Design mdu_iter, sky130hd; sources not shown.
==> run_1/metal_stack.png <==
Two of the layers only.
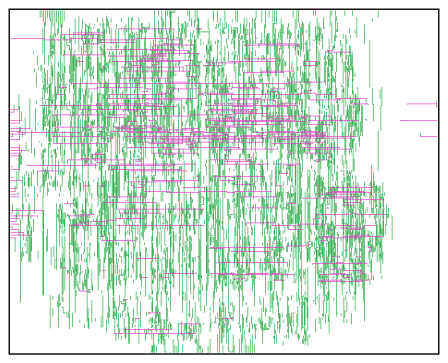
- green: met2 (wire length 22.0 mm)
- magenta: met3 (wire length 4610 um)
final WL: 51.90 mm
total track usage: 28.70%
via count: 14880

==> run_1/final_congestion.png <==
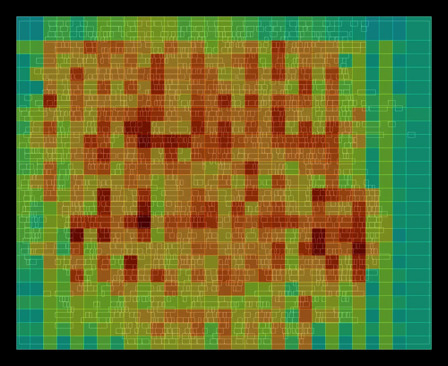
GR Util met2: 42.13%
grt met1 use: 42.38%
grt met3 use: 4.497%

==> run_1/port_nets.png <==
Scale bar: 50 um.
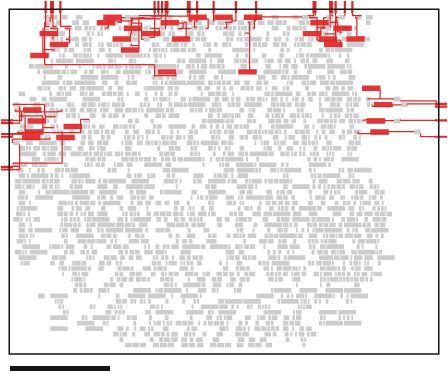
- red: `o_rd_data` (bits 32; direction output; end cells 32; buffers 32; wire 1030 um)
Ports: 117
# port buffers: 116

==> flow_summary.ini, run 1 <==
; physical design summary
[status]
status = finished, final reports clean

[logic_synthesis]
largest_area_cell = dfrtp_1
ys_seq_share_pct = 25.00
top_cells_by_area = dfrtp_1, ha_1, o21ai_0
yosysWarnings = 6
ys_sh_simple_pct = 21.09
netlist.area_leader.share_pct = 25.00
fa_ha_area_share_pct = 6.608
top_logic_kind = AND-OR/OR-AND gates
ys_sh_aoi_pct = 25.30
post_synth.cell_area_avg_um2 = 7.833
xor_area_share_pct = 11.56
syn_inst = 1866
most_common_cell = nand2_1

[power]
p_clk_share_pct = 11.6
p_sw_w = 0.006771
power_leakage_nw = 7.160
worst_ir_drop_vdd_mv = 0.3628
p_clk_w = 0.00155
p_sw_share_pct = 50.79
pg_comb_w = 0.00901

[cts]
root_buffer = clkbuf_16
htreeDepth = 4
clockBufferDepth = 2
worstSkewPairLatency_ps = 450
cts_resized = 0
postCtsSetupBuffers = 0

[worst_setup_path]
critPathBufInv = 1
max_stage_delay_ps = 820
cp.required_ps = 4630
worstSetupEndpointType = register
cp.depth = 10
worstPathArrival_ps = 4340
critPathMaxFanout = 28
rrSetupSlack_ps = 290

[final_layout]
antenna_cells = 0
n_all_inverters = 60
nNonClkBuffers = 169
num-multi-input-gates = 1546
seq_area_um2 = 3656
lay_top_count = nand2_1
layout-drive-gt1-share_pct = 7.988
comb_share_pct = 60.68
finalNetCount = 2093
seq_cell_count = 146

[route]
wl_met2_mm = 22.04
drc = 0
dr.pass1.iters = 5
wl_per_cell_um = 21.40
wl_met1_mm = 23.83
drtIter0Drc = 1409

[global_route]
grt_pass1_vias = 13710
grt_max_degree = 66
overflow = 0
grt_first_pass_wirelength_mm = 80.10

[sta]
rsz0062_at_grt = no
fmax_ghz = 0.2492
setup_viol = 0
min_period_over_period_pct = 93.32

[flow_run]
maxCapViolations = 0

[placement]
pre_cts_ws_ps = 348.7
post-place-cells = 2393
postPlaceCellArea_um2 = 16280

[floorplanning]
coreArea_um2 = 34960
row_count = 61
tap_cells = 472

[worst_hold_path]
holdCritPathClass = in -> async
==> run_1/registers.png <==
Scale bar: 50 um. Other sequential cells in the stronger grey, the rest of the logic in the fainter grey.
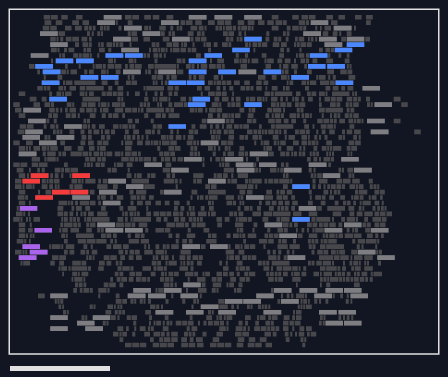

==> run 1 -> run 2 <==
Settings changed: CORE_MARGIN set to 4, CTS_BUF_LIST sky130_fd_sc_hd__clkbuf_8 sky130_fd_sc_hd__clkbuf_16 to not set, SETUP_SLACK_MARGIN set to 0.1.
==> run_2/registers.png <==
Scale bar: 50 um. Other sequential cells in the stronger grey, the rest of the logic in the fainter grey.
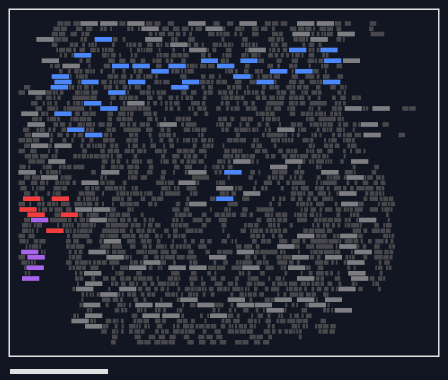
- blue: `r_lo` (flops 32)
- purple: `o_rd_addr` (flops 5)
- red: `r_cnt` (flops 6; where west)
- not coloured: 103
P_seq: 0.00276 W
sequential cell area: 3656 um2
utilization after layout: 48.28%
Seq/total area: 21.66%

==> run 2 against run 1 <==
Effect of this change: non-clock buffer count is 8 higher; first-iteration DRC count is 16% higher; count of clock-buffer cells in the layout is 3 higher; die area is 6.4% higher; sequential share of layout area hardly changed; critical path type unchanged; critical path depth is 4 higher.
==> flow_summary.ini, run 2 <==
; physical design summary
[status]
status = finished, final reports clean

[placement]
place_congestion = 0.9727
hpwl_mm = 39.72
pre_cts_ws_ps = 408.8
postPlaceCellArea_um2 = 16340
post-place-cells = 2400
io_buffers = 116

[sta]
hold_viol = 0
min_period_ps = 4001
fin_ws_ps = 298.6
slew_violations = 0
rsz0062_at_grt = no
worstMarginPinSlew_ps = 1051
fmax_ghz = 0.2499
min_period_over_period_pct = 93.06
tns_ps = 0
slew_headroom_pct = 29.81
setup_viol = 0
timing.hold.ws_ps = 478.7
finClkSkew_ps = 16.99

[final_layout]
comb_share_pct = 60.64
nNonClkBuffers = 177
seq_cell_count = 146
lay_top_count = nand2_1
n_clock_buffer = 22
n_all_inverters = 60
design_area_um2 = 16880
num-multi-input-gates = 1546
largest_class = logic gates
antenna_cells = 0
finalNetCount = 2101
layout-drive-gt1-share_pct = 8.265
area_growth_pct = 15.47
lay_top_cells = nand2_1, o21ai_0, dfrtp_1, a21oi_1, nor2_1
layoutNonFillerInstCount = 2432
bufAreaShareNonClock_pct = 9.689
logic_area_um2 = 10230
nFillCells = 3518
clockNetworkAreaShare_pct = 3.106

[route]
wl_met3_mm = 4.212
highest_layer = met4
drtIter0Drc = 1639
wl_per_cell_um = 21.78
via_per_inst = 6.097
dr.pass1.iters = 6
ant_nets = 0
drc = 0
wl_met1_mm = 25.30
wl_met2_mm = 22.65

[cts]
cts_tree = done
cts_resized = 0
root_buffer = clkbuf_16
cts_hold_buf = 0
worstSkewPairLatency_ps = 440
postCtsSetupBuffers = 0
cts.sinks = 146
clockBufferDepth = 2
htreeDepth = 4
cts_buffers = 17

[flow_run]
warnings = 32
maxCapViolations = 0

[global_route]
met3_usage_pct = 4.170
overflow = 0
use_met2_pct = 39.62
grt_use_total_pct = 26.90
grt_max_degree = 147
grt_pass1_vias = 14050
grt_busiest_layer = met1
gr-usage-met1_pct = 41.56
grt_first_pass_wirelength_mm = 82.59

[floorplanning]
fp_util_pct = 41.81
coreArea_um2 = 34960
fp.dieH_um = 176.9
tap_cells = 472
num_io_pins = 117
row_count = 61
fp.dieW_um = 219.1
chipArea_um2 = 38750

[logic_synthesis]
netlist_area_um2 = 14620
ys.flops = 146
fp_nets = 2019
largest_area_cell = dfrtp_1
synth.distinct_cells = 94
ys_chip_area_um2 = 14620
ys_sh_aoi_pct = 25.30
top_cells_by_area = dfrtp_1, ha_1, o21ai_0
top_logic_kind = AND-OR/OR-AND gates
netlist_top_cells_count = nand2_1, o21ai_0, dfrtp_1, a21oi_1, nor2_1
synthMuxAreaShare_pct = 5.230
yosysWarnings = 6
yosys_cells = 1866
post_synth.cell_area_avg_um2 = 7.833
ys_sh_simple_pct = 21.09
flop_cell = dfrtp_1
syn_inst = 1866
fa_ha_area_share_pct = 6.608
most_common_cell = nand2_1
netlist.area_leader.share_pct = 25.00
ys_seq_share_pct = 25.00
xor_area_share_pct = 11.56

[worst_setup_path]
crit_path_cell_trace = ha_1, a21o_1, a21oi_1, a21oi_2, o2111ai_1, a211oi_2, nor2_4, mux2i_4, and2_4, inv_8, mux2_4, nand2_1, o21ai_0, a22o_1
crit_type = reg -> reg
cp.depth = 14
worstSetupEndpointType = register
cp-start-kind = register
critPathBufInv = 1
rrSetupSlack_ps = 300
r2r_cells = 14
max_stage_delay_ps = 510
worstPathArrival_ps = 4320
cp.required_ps = 4620
cp_slowest_cell = dfrtp_1
critPathMaxFanout = 24
cpLargestDelayFamily = AND-OR/OR-AND gates

[power]
power_leakage_nw = 7.168
top_power_group = combinational logic
p_clk_w = 0.00142
worst_ir_drop_vdd_mv = 0.3720
power_frac_seq_pct = 20.8
p_sw_w = 0.006795
p_per_area_nw_per_um2 = 785.5
p_sw_share_pct = 51.25
p_int_w = 0.006463
p_clk_share_pct = 10.7
combPwrFrac_pct = 68.5
total_power_w = 0.01326
pg_comb_w = 0.00908

[worst_hold_path]
holdCritPathClass = reg -> reg
hold_depth = 2
==> run_2/met1.png <==
Scale bar: 50 um. Supply wires on this layer in grey.
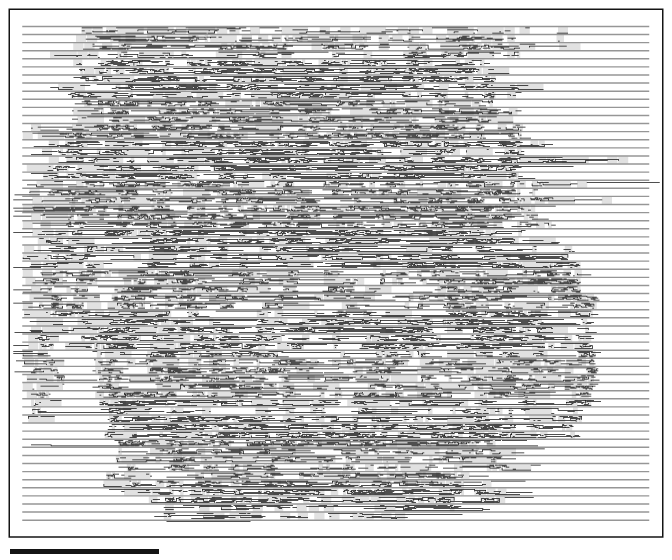
- longest straight run: 76.8 um
- main direction: horizontal
- share of all routed wire: 48%
via count: 14830
final WL: 52.98 mm

Power figures rest on the tool's default switching activity, not on a simulated workload.
